==> config.mk <==
export PLATFORM = sky130hd
export DESIGN_NAME = spi_frame_loader
export DESIGN_NICKNAME = d
export VERILOG_FILES = /design/src/rtl/video_pkg.sv /design/src/rtl/spi_shift_master.sv /design/src/rtl/spi_frame_loader.sv
export SDC_FILE = /design/constraint.sdc
export NUM_CORES = 1
export LEC_CHECK = 0
export ABC_CLOCK_PERIOD_IN_PS = 4150
export CORE_ASPECT_RATIO = 0.7
export CORE_UTILIZATION = 35
export DETAILED_ROUTE_END_ITERATION = 16
export GPL_TIMING_DRIVEN = 0
export PLACE_DENSITY = 0.55
export SLEW_MARGIN = 30
export SYNTH_ARGS = -nofsm -noshare
export SYNTH_HDL_FRONTEND = slang
export SYNTH_SLANG_ARGS = --single-unit
==> constraint.sdc <==
create_clock -name CLK_40 -period 4.15 [get_ports CLK_40]
set_clock_uncertainty 0.15 [all_clocks]
set_input_delay 0.83 -clock CLK_40 [delete_from_list [all_inputs] [get_ports CLK_40]]
set_output_delay 0.83 -clock CLK_40 [all_outputs]
set_load 0.03 [all_outputs]
==> src/rtl/video_pkg.sv <==
// Shared types and helpers for the video bank writer path.
package video_pkg;

    typedef enum logic [2:0] {
        ST_IDLE     = 3'd0,
        ST_CS_SETUP = 3'd1,
        ST_CMD      = 3'd2,
        ST_ADDR     = 3'd3,
        ST_DATA     = 3'd4,
        ST_CS_HOLD  = 3'd5
    } spi_ld_state_t;

    localparam int         SPI_ADDR_W       = 24;
    localparam logic [7:0] READ_CMD_DEFAULT = 8'h03;

    // A frame is packed 1 bpp into whole bytes; the last byte may carry pad bits.
    function automatic int frame_bytes(input int width, input int height);
        return (width * height + 7) / 8;
    endfunction

endpackage

==> src/rtl/spi_shift_master.sv <==
// SPI mode-0 bit engine: SCLK toggling, MSB-first shift-out and MISO capture on rising SCLK.
module spi_shift_master
    import video_pkg::*;
#(
    parameter int WORD_W = 8 + SPI_ADDR_W
) (
    input  logic              clk,
    input  logic              reset,
    input  logic              tick,
    input  logic              run,
    input  logic              load,
    input  logic [WORD_W-1:0] load_word,
    input  logic              capture_en,
    input  logic              miso,
    output logic              sclk,
    output logic              mosi,
    output logic              fall,
    output logic              rx_valid,
    output logic              rx_bit
);

    logic [WORD_W-2:0] shift_reg;
    logic              rise;

    assign rise = tick && run && !sclk;
    assign fall = tick && run && sclk;

    // MOSI always holds the bit under transfer; zeros shift in behind the word so MOSI idles low.
    always_ff @(posedge clk) begin
        if (reset) begin
            sclk      <= 1'b0;
            mosi      <= 1'b0;
            shift_reg <= '0;
            rx_valid  <= 1'b0;
            rx_bit    <= 1'b0;
        end else begin
            rx_valid <= 1'b0;
            if (load) begin
                {mosi, shift_reg} <= load_word;
            end else if (fall) begin
                {mosi, shift_reg} <= {shift_reg, 1'b0};
            end
            if (rise || fall) begin
                sclk <= !sclk;
            end
            if (rise && capture_en) begin
                rx_valid <= 1'b1;
                rx_bit   <= miso;
            end
        end
    end

endmodule

==> src/rtl/spi_frame_loader.sv <==
// Reads one 1-bpp frame per request from SPI flash and streams it into the video bank as x/y writes.
module spi_frame_loader
    import video_pkg::*;
#(
    parameter int                    X_WIDTH    = 8,
    parameter int                    Y_HEIGHT   = 6,
    parameter int                    NUM_FRAMES = 4,
    parameter logic [SPI_ADDR_W-1:0] BASE_ADDR  = '0,
    parameter logic [7:0]            READ_CMD   = READ_CMD_DEFAULT
) (
    input  logic                        CLK_40,
    input  logic                        reset,
    input  logic                        SPI_clk_en,
    input  logic                        frame_start,
    input  logic                        MISO,
    output logic                        SCLK,
    output logic                        MOSI,
    output logic                        CS_n,
    output logic                        write_enable,
    output logic                        data_in,
    output logic [$clog2(X_WIDTH)-1:0]  mem_x_pos,
    output logic [$clog2(Y_HEIGHT)-1:0] mem_y_pos,
    output logic                        busy,
    output logic                        frame_done
);

    localparam int X_W         = $clog2(X_WIDTH);
    localparam int Y_W         = $clog2(Y_HEIGHT);
    localparam int IDX_W       = (NUM_FRAMES > 1) ? $clog2(NUM_FRAMES) : 1;
    localparam int FRAME_BYTES = frame_bytes(X_WIDTH, Y_HEIGHT);

    localparam logic [X_W-1:0]   X_LAST    = X_W'(X_WIDTH - 1);
    localparam logic [Y_W-1:0]   Y_LAST    = Y_W'(Y_HEIGHT - 1);
    localparam logic [IDX_W-1:0] IDX_LAST  = IDX_W'(NUM_FRAMES - 1);
    localparam logic [4:0]       CMD_LAST  = 5'd7;
    localparam logic [4:0]       ADDR_LAST = 5'd31;

    spi_ld_state_t         state;
    logic [IDX_W-1:0]      frame_idx;
    logic [4:0]            bit_cnt;
    logic [SPI_ADDR_W-1:0] frame_addr;
    logic                  accept;
    logic                  shifting;
    logic                  fall;

    assign frame_addr = BASE_ADDR + SPI_ADDR_W'(frame_idx) * SPI_ADDR_W'(FRAME_BYTES);
    // A start in the frame_done cycle is dropped so the bank swap sees a clean boundary.
    assign accept     = (state == ST_IDLE) && frame_start && !frame_done;
    assign shifting   = (state == ST_CMD) || (state == ST_ADDR) || (state == ST_DATA);

    spi_shift_master #(
        .WORD_W(8 + SPI_ADDR_W)
    ) u_shift (
        .clk        (CLK_40),
        .reset      (reset),
        .tick       (SPI_clk_en),
        .run        (shifting),
        .load       (accept),
        .load_word  ({READ_CMD, frame_addr}),
        .capture_en (state == ST_DATA),
        .miso       (MISO),
        .sclk       (SCLK),
        .mosi       (MOSI),
        .fall       (fall),
        .rx_valid   (write_enable),
        .rx_bit     (data_in)
    );

    always_ff @(posedge CLK_40) begin
        if (reset) begin
            state      <= ST_IDLE;
            CS_n       <= 1'b1;
            busy       <= 1'b0;
            frame_done <= 1'b0;
            frame_idx  <= '0;
            bit_cnt    <= '0;
            mem_x_pos  <= '0;
            mem_y_pos  <= '0;
        end else begin
            frame_done <= 1'b0;
            case (state)
                ST_IDLE: begin
                    if (accept) begin
                        state   <= ST_CS_SETUP;
                        busy    <= 1'b1;
                        CS_n    <= 1'b0;
                        bit_cnt <= '0;
                    end
                end
                ST_CS_SETUP: begin
                    if (SPI_clk_en) begin
                        state <= ST_CMD;
                    end
                end
                ST_CMD: begin
                    if (fall) begin
                        bit_cnt <= bit_cnt + 5'd1;
                        if (bit_cnt == CMD_LAST) begin
                            state <= ST_ADDR;
                        end
                    end
                end
                ST_ADDR: begin
                    if (fall) begin
                        bit_cnt <= bit_cnt + 5'd1;
                        if (bit_cnt == ADDR_LAST) begin
                            state <= ST_DATA;
                        end
                    end
                end
                // Position advances on the falling edge so it stays valid through the write strobe.
                ST_DATA: begin
                    if (fall) begin
                        if (mem_x_pos == X_LAST && mem_y_pos == Y_LAST) begin
                            state     <= ST_CS_HOLD;
                            CS_n      <= 1'b1;
                            mem_x_pos <= '0;
                            mem_y_pos <= '0;
                        end else if (mem_x_pos == X_LAST) begin
                            mem_x_pos <= '0;
                            mem_y_pos <= mem_y_pos + Y_W'(1);
                        end else begin
                            mem_x_pos <= mem_x_pos + X_W'(1);
                        end
                    end
                end
                ST_CS_HOLD: begin
                    if (SPI_clk_en) begin
                        state      <= ST_IDLE;
                        frame_done <= 1'b1;
                        busy       <= 1'b0;
                        frame_idx  <= (frame_idx == IDX_LAST) ? '0 : frame_idx + IDX_W'(1);
                    end
                end
                default: begin
                    state <= ST_IDLE;
                    CS_n  <= 1'b1;
                    busy  <= 1'b0;
                end
            endcase
        end
    end

endmodule

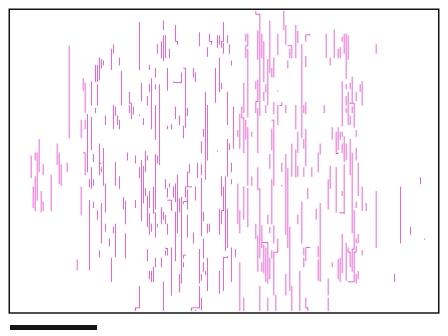
Fig. 1. Metal 2 (run 1).
Scale bar: 20 µm.
The longest straight run is 23.3 µm. 227 nets have wire on it. The layer holds 39% of the routed length. The layer carries 1810 µm of wire.

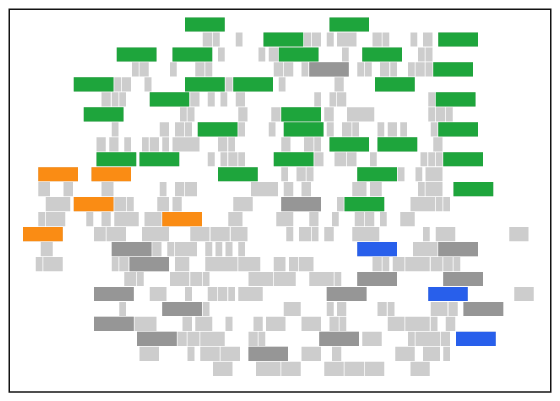
Fig. 2. Register map, names as in the netlist (run 1).
Other sequential cells in the stronger grey, the rest of the logic in the fainter grey.
Key: u_shift.shift_reg = green [sequential cells 30]; bit_cnt = orange [sequential cells 5, where west]; mem_y_pos = blue [sequential cells 3]

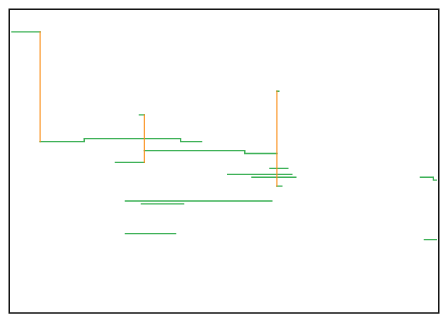
Fig. 3. Signal wires by layer (run 1).
Two of the layers only.
Key: metal 4 = orange [wire length 57.8 µm]; metal 3 = green [wire length 176 µm]
Overall Global Routing Usage: 14.68%
via count: 1833
final wirelength: 4584 µm

==> results.txt, run 1 <==
Implementation summary

The final timing summary puts the cycle share of the worst path at a little under 60%. Between the synthesized netlist and the finished layout, the area growth was recorded as 15.37%. The repair_antennas step left the layout with diodes totalling 0. The root buffer cell is clkbuf_8. The capture point of the worst register-to-register path is recorded as state[0]. The register with the most flip-flops in the layout has 30 of them.

The die width is 98.12 µm. STA shows the worst min-delay path finishing at u_shift.shift_reg[28]. For reference, the final report shows the max-slew violation count at 0. Per the slew report, the remaining headroom to the max-slew limit stands at around two thirds.

Setup slack on the worst path after placement came out at roughly 1.4 ns. The level count of the clock H-tree is 2. The smallest setup slack after layout is around 1.7 ns. The final reports fail on DRC. Per the OpenROAD floorplan log, the area of the core is between 0.006 and 0.007 mm². The type of the worst setup path is primary input to register.

Hold analysis shows the worst path with a depth of 2. Post-CTS repair changed the size of 0 cells. The TritonCTS sink count is 53.

The number of DRC markers after the initial detailed-route iteration is slightly above 80. The number of clock buffers added by TritonCTS is 5. The largest cell class by area is multi-input combinational cells. The remaining antenna violation count after routing is 0. Per the final timing report, the hold violations number 0.

The layout report gives the multi-input gate share of total cell area as ~42%. The switching power is ~0.24 mW. The clock tree cell share of total cell area is 3.450%. The synthesized cell area is between 0.002 and 0.0025 mm². Per the finish-stage timing summary, setup violations number 0.

The yosys-reported design area after synthesis is around 0.0023 mm². Counting I/O delays and the setup requirement, the final critical path takes approximately 2.5 ns. The synthesized design contains around 53 register bits.

The routed design shows a wire length per standard cell of around 12 µm. Setup repair after global routing left no endpoint under its margin. TritonRoute reported its final design rule violation total as 1.

For this floorplan the total number of well-tap instances is 78. The register-to-register setup slack is roughly 2.2 ns. The portion of the layout cell area used by non-clock buffers is around a tenth. Multi-input combinational cells in the finished layout were counted as roughly 200. The tool flagged a number of max-cap violations equal to 0. Before placement the cells fill between 30% and 40% of the core.

Per the post-synthesis report, the number of cells in the design is 270. In the final layout, flip-flops and latches take up roughly two fifths of the cell area. The clock buffers instantiated in the layout total 5. The initial antenna violation count is 0. 18 I/O pins were placed.

The buffer count from post-CTS setup fixing is 0. The peak supply drop is between 0.00015 and 0.0002 V. After detailed routing, the number of vias per cell comes to a little under 5. The via count of the first global-routing pass is between 1500 and 2000. The transition time recorded at the tightest slew-check pin is 0.5048 ns.

The clock transition at the register clock pins on the worst setup and hold paths after CTS is roughly 0.090 ns. The report lists the number of standard-cell rows as 24. When the netlist entered floorplanning its net count stood at around 280. Per the gpl log, the routability congestion estimate is between 0.8 and 0.9. The sequential cell area in the final layout is around 0.0011 mm². The run finished, with violations left. For this run, the number of Yosys warnings is 0. By instance count after routing, the leading logic cell type is nand2_1.
## run 1: power groups by stage
stage	Clock, mW	Sequential (mW)	Combinational (mW)
after floorplan	0	0.546	0.0680
after global placement	0	0.542	0.103
after detailed placement	0	0.542	0.102
after CTS	0.305	0.530	0.103
after global routing	0.328	0.533	0.114
final	0.293	0.530	0.103
## run 1: layer usage
metal | up-vias | global-route usage [%] | share of wire [%]
met4 | 0 | 4.545 | 1.2
met3 | 8 | 3.629 | 3.8
li1 | 964 | - | -
met5 | - | 0 | 0
met1 | 841 | 22.02 | 55
met2 | 20 | 20.34 | 39
## run 1: worst max path at each step
stage                      start                    end  slack, ns  cells after the start
global placement     frame_start  u_shift.shift_reg[19]       1.39                      7
global route         frame_start  u_shift.shift_reg[19]       1.51                      7
finish               frame_start  u_shift.shift_reg[19]       1.69                      7
detailed placement   frame_start  u_shift.shift_reg[27]       1.38                      7
floorplan            frame_start             bit_cnt[2]       2.15                      6
CTS                 mem_y_pos[2]           mem_y_pos[2]       1.69                      1
## run 1: synthesized netlist by cell type, drive strengths merged
| cell type | instances | area share (%) |
|---|---|---|
| nand2 | 71 | 12 |
| dfxtp | 53 | 47 |
| a21oi | 40 | 8.8 |
| nor2 | 17 | 2.8 |
| buf | 11 | 2.8 |
| ha | 9 | 5.0 |
| clkbuf | 6 | 0.99 |
| nand3 | 5 | 1.3 |
| nor3 | 5 | 1.1 |
| o21ai | 5 | 1.1 |
| and2 | 4 | 1.1 |
| inv | 4 | 0.66 |
| or3 | 4 | 1.1 |
| mux2i | 3 | 1.3 |
| nor2b | 3 | 0.83 |
| a211o | 2 | 0.77 |
| a311oi | 2 | 0.77 |
| nand4b | 2 | 0.77 |
| nor3b | 2 | 1.1 |
| a2111o | 1 | 0.50 |
| a21o | 1 | 0.33 |
| a221o | 1 | 0.44 |
| a22oi | 1 | 0.33 |
| a31oi | 1 | 0.28 |
| a32oi | 1 | 0.72 |
| and3 | 1 | 0.28 |
| and4bb | 1 | 0.55 |
| mux2 | 1 | 0.50 |
| nand2b | 1 | 0.28 |
| nand4 | 1 | 0.28 |
| nand4bb | 1 | 0.50 |
| nor4bb | 1 | 0.44 |
| o211a | 1 | 0.44 |
| o21ba | 1 | 0.44 |
| o21bai | 1 | 0.33 |
| o311ai | 1 | 0.39 |
| o31a | 1 | 0.39 |
| o32a | 1 | 0.44 |
| or2 | 1 | 0.28 |
| or3b | 1 | 0.39 |
| xor2 | 1 | 0.39 |
## run 1: worst max-delay path, cell delays in order
cell and delay, ns:
clkdlybuf4s50_1 0.46, nor3b_2 0.30, nand2_1 0.26, nand2b_1 0.12, buf_2 0.21, buf_2 0.25
a21oi_1 0.06
## run 1: through the flow
| stage | cells | area [µm²] | power (mW) | hold slack, ns | util, % |
|---|---|---|---|---|---|
| after floorplan | 270 | 2263 | 0.6140 | 0.2821 | - |
| after global placement | 364 | 2521 | 0.6445 | 0.2893 | 40.36 |
| after detailed placement | 364 | 2521 | 0.6444 | 0.2934 | 40.36 |
| after CTS | 372 | 2611 | 0.9387 | 0.3081 | 41.81 |
| after global routing | 372 | 2611 | 0.9743 | 0.3255 | 41.81 |
| final | 372 | 2611 | 0.9263 | 0.3041 | 41.81 |
--- run 2 (diff from run 1) ---
- ABC_CLOCK_PERIOD_IN_PS: 4150 -> 2400
- clock period: 4.15 -> 2.4 ns (I/O delays scaled with it)
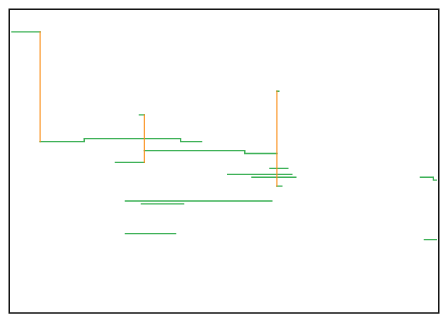
Fig. 4. Signal wires by layer (run 2).
Two of the layers only.
Key: metal 4 = orange [wire length 57.8 µm]; metal 3 = green [wire length 176 µm]

==> results.txt, run 2 <==
Implementation summary

The cell area that synthesis handed to floorplanning was 0.002263 mm². The switching power is approximately 0.42 mW. The number of setup buffers added after CTS is 0.

Using the TritonRoute via totals, the vias-per-cell ratio works out to ~4.9. Setup repair after global routing left no endpoint under its margin. The weighted congestion at the end of routability-driven global placement is 0.8145. The dominant logic cell type in the layout is nand2_1. The number of cells on the worst hold path is listed as 2. The largest area contributor in the synthesized netlist is dfxtp_1. The initial antenna violation count was 0. By startpoint and endpoint, the worst setup path is classified as primary input to register. The report lists the number of cells resized after CTS as 0. The number of endpoints with negative hold slack in the final report is 0.

The first element of the critical path is frame_start. The final timing report lists a max-slew violation count of 0. The final count of negative-setup-slack endpoints is 0.

The slew of the pin with the lowest slew margin is just over 0.5 ns. The final wirelength is 4584 µm. The synthesis log from Yosys contains 0 warnings.

The total placed cells including tap cells is roughly 360. In the per-layer summary, the met1 wirelength comes to between 2000 and 3000 µm. The number of DRC markers after the initial detailed-route iteration is just over 80. The achievable frequency is between 400 and 500 MHz. The root buffer cell is clkbuf_8. The reg-to-reg critical path endpoint is state[0]. The remaining design rule violation count is 1. The final reports fail on DRC.

The source of the worst register-to-register timing path is bit_cnt[0]. The clock buffer count from CTS is 5. The most instantiated flip-flop cell in the synthesis netlist is dfxtp_1. For reference, the placement row count at floorplan is 24. The overall track demand over capacity in global routing is between 10% and 20%. The remaining antenna violation count after routing is 0. By area the synthesized netlist is led by dfxtp_1, nand2_1, a21oi_1. The timing report gives the clock slew at the launch and capture registers of the worst setup and hold paths as approximately 0.09 ns. The completed layout was analyzed and its total power is 1.602 mW. The flow ran to the end, but the final reports show violations.

The share of flip-flops with an asynchronous set or reset after synthesis is 0%. The number of maximum-capacitance constraint violations is 0. The post-synth register bit count is roughly 53.

The die covers approximately 0.007 mm². The number of inserted diodes is 0. Setup slack on the worst path after placement came out at -0.01835 ns. In this run the standard cell core region covers 0.006246 mm². The most frequently used library cell after synthesis is nand2_1. For this configuration, the core starts out at a cell density of between 30% and 40%. The level count of the clock H-tree is 2. In the synthesis report, Yosys lists the chip area as roughly 0.0023 mm². The worst path required time is 2.45 ns.

The top routing layer in use is met4. The worst VDD IR drop from the latest analysis is around 0.00027 V. The flip-flop count of the largest register after layout is 30. Compared with the post-synthesis result, the final layout area differs by 15.37%.

The worst-case headroom to the max-slew limit is around two thirds. The average detailed-routed wire length per instance is about 12 µm. The net count after synthesis is ~280. The via count of the first global-routing pass came to ~1700.

The number of enable flip-flop cells is 0. The number of top-level design ports is 18. The TritonCTS sink count is ~53. Post-route period utilization is reported as about 88%. Counting instances in the post-synthesis netlist gives the leading cell types as nand2_1, dfxtp_1, a21oi_1.

For the finished layout, the period the worst path requires is around 2.1 ns. The detailed router reports a met2 wire length of around 1800 µm. The register-to-register setup slack is around 0.43 ns.
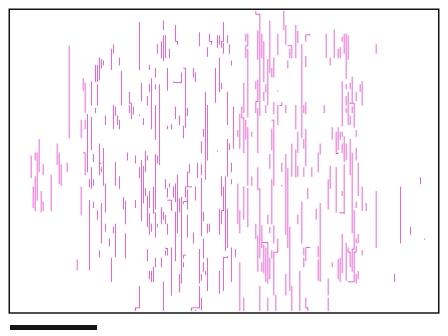
Fig. 5. Metal 2 (run 2).
Scale bar: 20 µm.
The layer holds 39% of the routed length. 227 nets have wire on it. The layer carries 1810 µm of wire. The wires run mostly vertical. The longest straight run is 23.3 µm.
routing usage on met2: 20.34%

==> run 2: cell counts in the layout (fill, tap and decap cells not counted) <==
Identical to the previous run, type by type.
==> run 2: cells by family (layout without fill, tap and decap cells) <==
family          count (synthesis)  in the layout  synth area share, %
compound gates                 61             61                16.53
xor+xnor                        1              1               0.3870
fa+ha+maj                       9              9                4.975
buf+inv                        21             45                4.477
flops                          53             53                46.88
mux                             4              4                1.824
simple gates                  121            121                24.93
==> run 2: power groups by stage <==
stage | registers, mW | logic (mW) | clock network [mW]
after floorplan | 0.944 | 0.118 | 0
after global placement | 0.937 | 0.177 | 0
after detailed placement | 0.937 | 0.177 | 0
after CTS | 0.917 | 0.178 | 0.528
after global routing | 0.922 | 0.197 | 0.566
final | 0.917 | 0.178 | 0.507
==> run 2: per-layer routing <==
layer	vias to the layer above	global-route usage (%)
li1	964	-
met1	841	22.02
met2	20	20.34
met3	8	3.629
met4	0	4.545
met5	-	0
==> run 2: final cells by class <==
class / count / area, µm² / share of cell area, %
plain buffers: 17 / 86.33 / 3.306
clock inverters: 3 / 21.27 / 0.8146
multi-input cells: 196 / 1101 / 42.17
well taps: 78 / 97.59 / 3.737
repair buffers: 16 / 160.2 / 6.133
inverters: 4 / 15.01 / 0.5750
clock buffers: 5 / 68.82 / 2.635
flip-flops and latches: 53 / 1061 / 40.63
==> run 2: worst max path at each step <==
stage	slack (ns)	cells after the start	endpoint
after floorplan	0.45	6	state[0]
after global placement	-0.007	7	u_shift.shift_reg[19]
after detailed placement	-0.02	7	u_shift.shift_reg[27]
after CTS	0.29	1	mem_y_pos[2]
after global routing	0.11	7	u_shift.shift_reg[19]
final	0.29	7	u_shift.shift_reg[19]
==> run 2: per-stage QoR <==
| step | hold slack (ns) | util (%) | instance area (µm²) |
|---|---|---|---|
| global route | 0.3255 | 41.81 | 2611 |
| global placement | 0.2893 | 40.36 | 2521 |
| finish | 0.3041 | 41.81 | 2611 |
| CTS | 0.3081 | 41.81 | 2611 |
| detailed placement | 0.2934 | 40.36 | 2521 |
| floorplan | 0.2821 | - | 2263 |
==> run 2: critical path, stage by stage <==
cell and delay [ns]:
clkdlybuf4s50_1 0.46, nor3b_2 0.30, nand2_1 0.26, nand2b_1 0.12, buf_2 0.21, buf_2 0.25, a21oi_1 0.06
--- run 3 (diff from run 2) ---
- PLACE_DENSITY: 0.55 -> 0.51
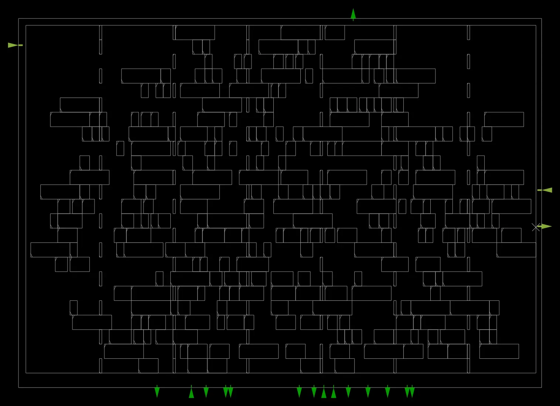
Fig. 6. Cell placement (run 3).
layout filler cell count: 665
placement row count: 24
tap cells: 78
Final Non-Filler Cells: 372
proportion of cell area occupied by registers: 40.46%

==> results.txt, run 3 <==
Implementation summary

The type of the worst setup path is primary input to register. The largest area contributor in the synthesized netlist is dfxtp_1. The clock buffer count from CTS is 5. The count of cell instances traversed by the critical path is 7. Per the OpenROAD floorplan log, the area of the die is 0.006797 mm². The commonest cells after synthesis are nand2_1, dfxtp_1, a21oi_1. The remaining design rule violation count is 1. The flow ran to the end, but the final reports show violations.

The initial antenna violation count is 0. The number of DRC markers after the initial detailed-route iteration is 67. The OpenROAD report gives the critical path a required time of around 2.4 ns.

The flip-flop count of the largest register after layout is 30. Per the STA report, the cell with the highest stage delay on the worst path is clkdlybuf4s50_1. The capture point of the critical path is u_shift.shift_reg[12].

The largest incremental delay on the critical path is 0.46 ns. The final timing summary puts the cycle share of the worst path at about 88%. The slew of the pin with the lowest slew margin is 0.5754 ns. The weighted congestion at the end of routability-driven global placement is a little under 0.8.

The level count of the clock H-tree is 2. The post-detailed-route via-to-cell ratio is between 4 and 5. Per the power-grid run, VDD falls by no more than approximately 0.00030 V. The die width is just under 100 µm.

Setup repair after global routing left no endpoint under its margin. The area of all placed cells without fillers is approximately 0.0026 mm². The area inside the core boundary is about 0.0062 mm². The source of the worst register-to-register timing path is bit_cnt[0]. Looking at the reg2reg group, the worst path ends at state[0].

The root buffer cell chosen for the clock tree is clkbuf_8. The growth of design area from synthesis to finish is 15.87%. In the final report, the number of pins over their slew limit comes to 0. The worst path buffer plus inverter count is 3. The final timing report gives a worst setup slack of 0.2899 ns. Walking the worst path, the cells encountered are clkdlybuf4s50_1, nor3b_2, nand2_1, nand2b_1, buf_2, buf_2, a21oi_1. The number of top-level design ports is 18. The number of maximum-capacitance violations recorded for the run is 0. The achievable frequency is ~470 MHz. The detail route stage leaves a number of antenna-violating nets equal to 0.

The gate count after technology mapping is around 270. Once the clock tree was built, the resizer swapped 0 gates to a different size. The number of endpoints with negative hold slack in the final report is 0. The TritonCTS sink count is ~53.

The via count of the first global-routing pass was ~1600. Setup violations remaining at the end of the flow were counted as 0. In this run the post-CTS setup repair buffer count came out at 0. The number of enable flip-flop cells is 0.

After synthesis, the largest area contributor takes up between 40% and 50% of total cell area. Logged for this run, the post-placement worst setup slack is -0.02592 ns. The timing report attributes the biggest portion of critical-path delay to buffers and inverters. The number of inserted diodes is 0. After clock tree synthesis, the clock-pin slew on the worst setup and hold paths is about 0.09 ns. The checks that failed: DRC. The placed instances occupy a cell area of around 0.0025 mm². Measured against its own limit, the worst slew margin works out to approximately three fifths. The number of nets handed over by synthesis was ~280. In this design, the critical path's most frequently occurring cell is buf_2. The top cell type in the final layout, fill and taps aside, is nand2_1.
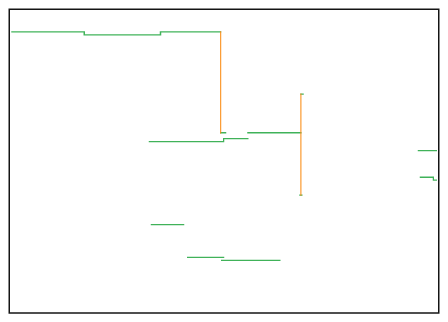
Fig. 7. Signal wires by layer (run 3).
Two of the layers only.
Key: metal 4 = orange [wire length 46.2 µm]; metal 3 = green [wire length 124 µm]
final wirelength: 4752 µm
Overall Global Routing Usage: 14.65%
via count: 1812
wire per inst: 12.77 µm

==> run 3: worst reg2reg max path, delay by kind of cell (launching register included) <==
kind	cells	cell delay, ns
DFF	1	0.39
and+or+nand+nor	2	0.22
AOI/OAI and AO/OA	3	0.80
adders and majority gates	2	0.35
==> run 3: area by class of cell <==
class / count / area (µm²) / share of cell area [%]
Buffer: 17 / 86.33 / 3.292
Clock buffer: 7 / 96.34 / 3.674
Clock inverter: 1 / 5.005 / 0.1908
Inverter: 4 / 15.01 / 0.5725
Multi-Input combinational cell: 196 / 1101 / 41.98
Sequential cell: 53 / 1061 / 40.46
Tap cell: 78 / 97.59 / 3.721
Timing Repair Buffer: 16 / 160.2 / 6.107
==> run 3: layer usage <==
metal  track usage, %  vias to the layer above  routed length [µm]
li1                 -                      960                   -
met1            23.00                      831                2808
met2            18.78                       16                1774
met3            3.629                        5                 123
met4            5.051                        0                  46
met5                0                        -                   0
==> run 3: logic make-up (layout without fill, tap and decap cells) <==
kind of cell | Yosys count | in the layout | share of synthesized area, %
AND-OR/OR-AND | 61 | 61 | 16.53
XOR/XNOR | 1 | 1 | 0.3870
adder cells (fa/ha/maj) | 9 | 9 | 4.975
buffers and inverters | 21 | 45 | 4.477
flip-flops | 53 | 53 | 46.88
multiplexers | 4 | 4 | 1.824
AND/OR/NAND/NOR | 121 | 121 | 24.93
==> run 3: report_power, final <==
part / total, mW / internal (mW) / switching (mW)
sequential: 0.918 / 0.900 / 0.0171
combinational: 0.178 / 0.0707 / 0.107
clock: 0.553 / 0.262 / 0.292
==> run 3: through the flow <==
stage	utilization [%]	std cells	hold slack, ns
final	41.99	372	0.3043
after global routing	41.99	372	0.3197
after CTS	41.99	372	0.3047
after floorplan	-	270	0.2821
after detailed placement	40.36	364	0.2948
after global placement	40.36	364	0.2909
==> run 3: how the worst min path moves through the flow <==
stage                                       end  slack (ns)  depth (start not counted)
final                              u_shift.mosi        0.30                          2
after global routing      u_shift.shift_reg[10]        0.32                          2
after CTS                 u_shift.shift_reg[23]        0.30                          2
after detailed placement  u_shift.shift_reg[11]        0.29                          2
after global placement    u_shift.shift_reg[28]        0.29                          2
after floorplan           u_shift.shift_reg[10]        0.28                          2
Power figures rest on the tool's default switching activity, not on a simulated workload.
